[src/rtl/fifo_lvl_pkg.sv]
`default_nettype none
// ============================================================================
//  Module   : fifo_lvl_pkg
//  Purpose  : Shared sizing helpers, default thresholds and level-encoding
//             constants for fifo_lvl, its pointer sub-module and benches.
//  Contents : lvl_width()    - width of the level counter, $clog2(DEPTH+1)
//             ptr_width()    - width of a modulo-DEPTH pointer
//             def_af_level() - default almost-full threshold (DEPTH-1)
//             DEF_AE_LEVEL   - default almost-empty threshold
//             LVL_EMPTY      - level value meaning "no entries"
//             lvl_op_e       - per-edge level counter action
//  Revision : 1.0 - initial release
// ============================================================================
package fifo_lvl_pkg;

  // The level must be able to represent DEPTH itself, hence DEPTH+1 codes.
  function automatic int unsigned lvl_width(input int unsigned depth);
    return $clog2(depth + 1);
  endfunction

  // Pointers only address 0..DEPTH-1; keep at least one bit.
  function automatic int unsigned ptr_width(input int unsigned depth);
    return (depth < 2) ? 1 : $clog2(depth);
  endfunction

  function automatic int unsigned def_af_level(input int unsigned depth);
    return depth - 1;
  endfunction

  localparam int unsigned DEF_AE_LEVEL = 1;
  localparam int unsigned LVL_EMPTY    = 0;

  typedef enum logic [1:0] {
    LVL_OP_HOLD = 2'd0,
    LVL_OP_INC  = 2'd1,
    LVL_OP_DEC  = 2'd2
  } lvl_op_e;

endpackage : fifo_lvl_pkg
`default_nettype wire

[src/rtl/fifo_ptr.sv]
`default_nettype none
// ============================================================================
//  Module   : fifo_ptr
//  Purpose  : Modulo-DEPTH pointer with increment enable. Wraps explicitly
//             from DEPTH-1 to 0, so any DEPTH (power of 2 or not) works.
//  Ports    : clk   - clock, rising edge
//             rst_n - asynchronous active-low reset (pointer -> 0)
//             clr   - synchronous clear (pointer -> 0), wins over inc
//             inc   - advance pointer by one at the next edge
//             ptr   - current pointer value
//  Revision : 1.0 - initial release
// ============================================================================
module fifo_ptr
  import fifo_lvl_pkg::*;
#(
  parameter int unsigned DEPTH = 2,
  parameter int unsigned PW    = ptr_width(DEPTH)
) (
  input  logic          clk,
  input  logic          rst_n,
  input  logic          clr,
  input  logic          inc,
  output logic [PW-1:0] ptr
);

  localparam logic [PW-1:0] PTR_LAST = PW'(DEPTH - 1);

  logic [PW-1:0] ptr_q;
  logic [PW-1:0] ptr_d;

  always_comb begin
    ptr_d = ptr_q;
    if (clr) begin
      ptr_d = '0;
    end else if (inc) begin
      ptr_d = (ptr_q == PTR_LAST) ? '0 : ptr_q + PW'(1);
    end
  end

  always_ff @(posedge clk or negedge rst_n) begin
    if (!rst_n) begin
      ptr_q <= '0;
    end else begin
      ptr_q <= ptr_d;
    end
  end

  assign ptr = ptr_q;

endmodule : fifo_ptr
`default_nettype wire

[src/rtl/fifo_lvl.sv]
`default_nettype none
// ============================================================================
//  Module   : fifo_lvl
//  Purpose  : Parametrised first-word-fall-through FIFO with fill level,
//             almost-full/almost-empty thresholds, sticky overflow/underflow
//             flags, synchronous flush and optional empty-FIFO bypass.
//  Ports    : clk, rst_n            - clock / async active-low reset
//             flush                 - synchronous clear, highest priority
//             d_in, d_in_strobe     - write data / write request
//             q, q_ready            - head data / head valid
//             q_out_strobe          - read (consume) request
//             empty, full, level    - occupancy status (registered state)
//             almost_full/_empty    - threshold compares on level
//             overflow, underflow   - sticky error flags
//  Revision : 1.0 - initial release
// ============================================================================
module fifo_lvl
  import fifo_lvl_pkg::*;
#(
  parameter int unsigned WIDTH    = 8,
  parameter int unsigned DEPTH    = 2,
  parameter int unsigned AF_LEVEL = def_af_level(DEPTH),
  parameter int unsigned AE_LEVEL = DEF_AE_LEVEL,
  parameter int unsigned BYPASS   = 1
) (
  input  logic                         clk,
  input  logic                         rst_n,
  input  logic                         flush,
  input  logic [WIDTH-1:0]             d_in,
  input  logic                         d_in_strobe,
  output logic [WIDTH-1:0]             q,
  output logic                         q_ready,
  input  logic                         q_out_strobe,
  output logic                         empty,
  output logic                         full,
  output logic [lvl_width(DEPTH)-1:0]  level,
  output logic                         almost_full,
  output logic                         almost_empty,
  output logic                         overflow,
  output logic                         underflow
);

  localparam int unsigned   LW        = lvl_width(DEPTH);
  localparam int unsigned   PW        = ptr_width(DEPTH);
  localparam logic [LW-1:0] LVL_ZERO  = LW'(LVL_EMPTY);
  localparam logic [LW-1:0] LVL_FULL  = LW'(DEPTH);
  localparam logic [LW-1:0] LVL_AF    = LW'(AF_LEVEL);
  localparam logic [LW-1:0] LVL_AE    = LW'(AE_LEVEL);
  localparam bit            BYPASS_ON = (BYPASS != 0);

  logic [WIDTH-1:0] mem_q [DEPTH];

  logic [LW-1:0] level_q, level_d;
  logic          overflow_q, overflow_d;
  logic          underflow_q, underflow_d;

  logic [PW-1:0] rd_ptr;
  logic [PW-1:0] wr_ptr;

  logic    has_data;
  logic    bypass_en;
  logic    rd_acc;
  logic    wr_acc;
  logic    rd_mem;
  logic    wr_mem;
  lvl_op_e lvl_op;

  // Head presentation and accept decisions.
  always_comb begin
    has_data  = (level_q != LVL_ZERO);
    bypass_en = BYPASS_ON && d_in_strobe && !has_data;
    q_ready   = has_data || bypass_en;

    q = '0;
    if (has_data) begin
      q = mem_q[rd_ptr];
    end else if (bypass_en) begin
      q = d_in;
    end

    rd_acc = !flush && q_out_strobe && q_ready;
    // A read accepted in the same edge frees a slot even when full.
    wr_acc = !flush && d_in_strobe && ((level_q != LVL_FULL) || rd_acc);

    // A read with no stored data can only be the bypass passthrough: the
    // incoming word is consumed directly and never touches storage.
    rd_mem = rd_acc && has_data;
    wr_mem = wr_acc && !(rd_acc && !has_data);

    lvl_op = LVL_OP_HOLD;
    if (wr_mem && !rd_mem) begin
      lvl_op = LVL_OP_INC;
    end else if (rd_mem && !wr_mem) begin
      lvl_op = LVL_OP_DEC;
    end
  end

  // Level counter and sticky flags.
  always_comb begin
    level_d     = level_q;
    overflow_d  = overflow_q;
    underflow_d = underflow_q;
    if (flush) begin
      level_d     = '0;
      overflow_d  = 1'b0;
      underflow_d = 1'b0;
    end else begin
      case (lvl_op)
        LVL_OP_INC: level_d = level_q + LW'(1);
        LVL_OP_DEC: level_d = level_q - LW'(1);
        default:    level_d = level_q;
      endcase
      overflow_d  = overflow_q  || (d_in_strobe  && !wr_acc);
      underflow_d = underflow_q || (q_out_strobe && !rd_acc);
    end
  end

  always_ff @(posedge clk or negedge rst_n) begin
    if (!rst_n) begin
      level_q     <= '0;
      overflow_q  <= 1'b0;
      underflow_q <= 1'b0;
    end else begin
      level_q     <= level_d;
      overflow_q  <= overflow_d;
      underflow_q <= underflow_d;
    end
  end

  // Storage is intentionally not reset; level/pointers define validity.
  always_ff @(posedge clk) begin
    if (wr_mem) begin
      mem_q[wr_ptr] <= d_in;
    end
  end

  fifo_ptr #(
    .DEPTH (DEPTH),
    .PW    (PW)
  ) u_rd_ptr (
    .clk   (clk),
    .rst_n (rst_n),
    .clr   (flush),
    .inc   (rd_mem),
    .ptr   (rd_ptr)
  );

  fifo_ptr #(
    .DEPTH (DEPTH),
    .PW    (PW)
  ) u_wr_ptr (
    .clk   (clk),
    .rst_n (rst_n),
    .clr   (flush),
    .inc   (wr_mem),
    .ptr   (wr_ptr)
  );

  assign level        = level_q;
  assign empty        = (level_q == LVL_ZERO);
  assign full         = (level_q == LVL_FULL);
  assign almost_full  = (level_q >= LVL_AF);
  assign almost_empty = (level_q <= LVL_AE);
  assign overflow     = overflow_q;
  assign underflow    = underflow_q;

endmodule : fifo_lvl
`default_nettype wire

[config.mk]
export PLATFORM = sky130hd
export DESIGN_NAME = fifo_lvl
export DESIGN_NICKNAME = d
export VERILOG_FILES = /design/src/rtl/fifo_lvl_pkg.sv /design/src/rtl/fifo_ptr.sv /design/src/rtl/fifo_lvl.sv
export SDC_FILE = /design/constraint.sdc
export NUM_CORES = 1
export LEC_CHECK = 0
export CELL_PAD_IN_SITES_DETAIL_PLACEMENT = 2
export CELL_PAD_IN_SITES_GLOBAL_PLACEMENT = 2
export CORE_ASPECT_RATIO = 0.7
export CORE_MARGIN = 2
export CORE_UTILIZATION = 29
export DETAILED_ROUTE_END_ITERATION = 6
export MAX_ROUTING_LAYER = met4
export PLACE_DENSITY = 0.87
export SYNTH_ARGS = -nofsm -noshare
export SYNTH_HDL_FRONTEND = slang
export SYNTH_HIERARCHICAL = 1
export SYNTH_SLANG_ARGS = --single-unit
[constraint.sdc]
create_clock -name clk -period 2.7 [get_ports clk]
set_input_delay 0.54 -clock clk [delete_from_list [all_inputs] [get_ports clk]]
set_output_delay 0.54 -clock clk [all_outputs]
set_load 0.005 [all_outputs]
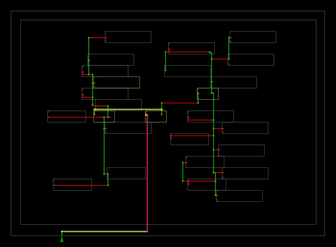
**Above:** clock nets.
count of flip-flops and latches: 22
clk latency late pin: 0.26 ns
setup skew after layout: 0.00559 ns
CTS Buf Count: 3

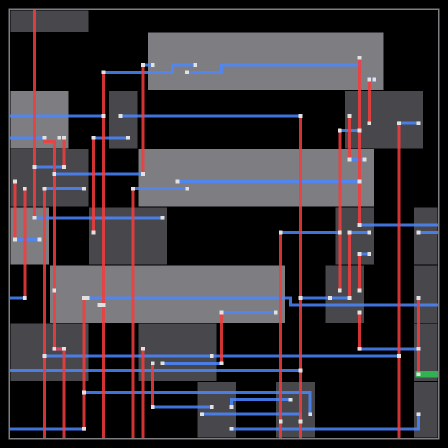
**Above:** zoomed window.
Window x 46 to 66, y 30 to 50 um. Cells in grey, sequential cells in the stronger grey; small squares are vias.
Red shows met2. Blue shows met1. Green shows met3.
Netlist names of flops here include `mem_q` (3). Sequential cells in the window: 3. Most frequent: mux2i_1 (3), edfxtp_1 (3). 13 logic cells have their middle in the window.

==> run notes <==
The run finished with clean final reports. The cell with the largest stage delay on the worst path is sky130_fd_sc_hd__clkdlybuf4s50_1. The CTS clock-pin slew for the worst setup and hold paths is 0.08 ns, and the final period utilization is 91.3%.

The length of the first detailed-routing pass in iterations is 4, and the non-filler instance count after layout is 164. Max-slew check failures listed in the final report amount to 0. The run gives 0.155 ns as the setup slack after placement. The run gives 29.7% as the starting utilization of the core area. Per STA, the worst path accumulates the most delay in the family buffers and inverters. For this run, the chip area from Yosys synthesis comes to 1030 um2.

The total placed instance area is 1390 um2, and the total overflow reported by the global router is 0. The logs give 0 for the number of setup violations in the final report and 16 for the violation count after the first detailed-route iteration. The sequential-to-total area share from yosys stat was 61.3%. For reference, the critical path cell chain is clkdlybuf4s50_1 > buf_4 > nand3_1 > o21ai_0 > clkdlybuf4s50_1. Per the post-synthesis stats, the area per cell is 12.4 um2. In the final layout, the fill cell count is 371. Among the stages of the critical path, the cell type that occurs most often is sky130_fd_sc_hd__clkdlybuf4s50_1. Counting distinct cell types in the post-synthesis netlist gives 24.

Per the gpl log, the routability congestion estimate is 0.830.
[state kept, by name, summed over array words and instances, names as in the netlist]
signal and count:
underflow 1, mem_q 16, level 2, u_rd_ptr/ptr 1, overflow 1, u_wr_ptr/ptr 1
[worst paths after layout]
check,startpoint,end,slack (ns),depth (start not counted)
min in group clk,underflow$_DFF_PN0_,underflow$_DFF_PN0_,0.53,2
max,d_in_strobe,q[2],0.23,5
min,rst_n,underflow$_DFF_PN0_,0.53,1
min reg2reg,underflow$_DFF_PN0_,underflow$_DFF_PN0_,0.53,2
max in group asynchronous,rst_n,level[1]$_DFFE_PN0P_,1.94,1
max reg2reg,level[0]$_DFFE_PN0P_,mem_q[1][7]$_DFFE_PP_,0.58,5
[cell usage in the layout, fill, tap and decap left out, types with 2 or more instances in the layout]
master	n
sky130_fd_sc_hd__a31oi_1	2
sky130_fd_sc_hd__nand2b_1	3
sky130_fd_sc_hd__inv_1	5
sky130_fd_sc_hd__nor2_1	7
sky130_fd_sc_hd__dfrtp_1	6
sky130_fd_sc_hd__o21ai_0	8
sky130_fd_sc_hd__nand3_1	8
sky130_fd_sc_hd__mux2i_1	8
sky130_fd_sc_hd__clkbuf_8	3
sky130_fd_sc_hd__edfxtp_1	16
sky130_fd_sc_hd__ha_1	2
sky130_fd_sc_hd__xnor2_1	2
sky130_fd_sc_hd__clkdlybuf4s50_1	29
sky130_fd_sc_hd__buf_4	3
[where the power goes]
group	switching, mW	internal [mW]	total, mW
Clock	0.105	0.198	0.303
Combinational	0.102	0.136	0.238
Sequential	0.0153	0.382	0.398
Total	0.222	0.716	0.939
[layer usage]
metal  vias to the layer above  wire (um)  track usage, %
li1                        357          -               -
met1                       372       1160            18.0
met2                        15       1290            23.2
met3                         2        100            3.93
met4                         0         27            3.51
met5                         -          0               -
[logic make-up (layout without fill, tap and decap cells)]
kind of cell / Yosys count / in the layout / synth area share (%)
compound gates: 12 / 12 / 7.42
xor+xnor: 2 / 2 / 1.70
fa+ha+maj: 3 / 3 / 3.65
buf+inv: 10 / 41 / 3.89
flops: 22 / 22 / 61.3
mux: 10 / 10 / 9.98
simple gates: 24 / 24 / 12.0
[cell type report]
cell class | instances | area [um2] | share of cell area (%)
Timing Repair Buffer | 32 | 313 | 21.2
Multi-Input combinational cell | 51 | 377 | 25.6
Clock buffer | 3 | 41.3 | 2.80
Inverter | 5 | 18.8 | 1.27
Clock inverter | 1 | 30.0 | 2.04
Sequential cell | 22 | 631 | 42.8
Tap cell | 50 | 62.6 | 4.25
[synthesized netlist by cell type, types with 2 or more instances]
cell	instances
sky130_fd_sc_hd__a31oi_1	2
sky130_fd_sc_hd__buf_2	2
sky130_fd_sc_hd__clkbuf_1	2
sky130_fd_sc_hd__dfrtp_1	6
sky130_fd_sc_hd__edfxtp_1	16
sky130_fd_sc_hd__ha_1	3
sky130_fd_sc_hd__inv_1	5
sky130_fd_sc_hd__mux2i_1	8
sky130_fd_sc_hd__nand2b_1	3
sky130_fd_sc_hd__nand3_1	8
sky130_fd_sc_hd__nor2_1	7
sky130_fd_sc_hd__o21ai_0	8
sky130_fd_sc_hd__xnor2_1	2
Power figures rest on the tool's default switching activity, not on a simulated workload.
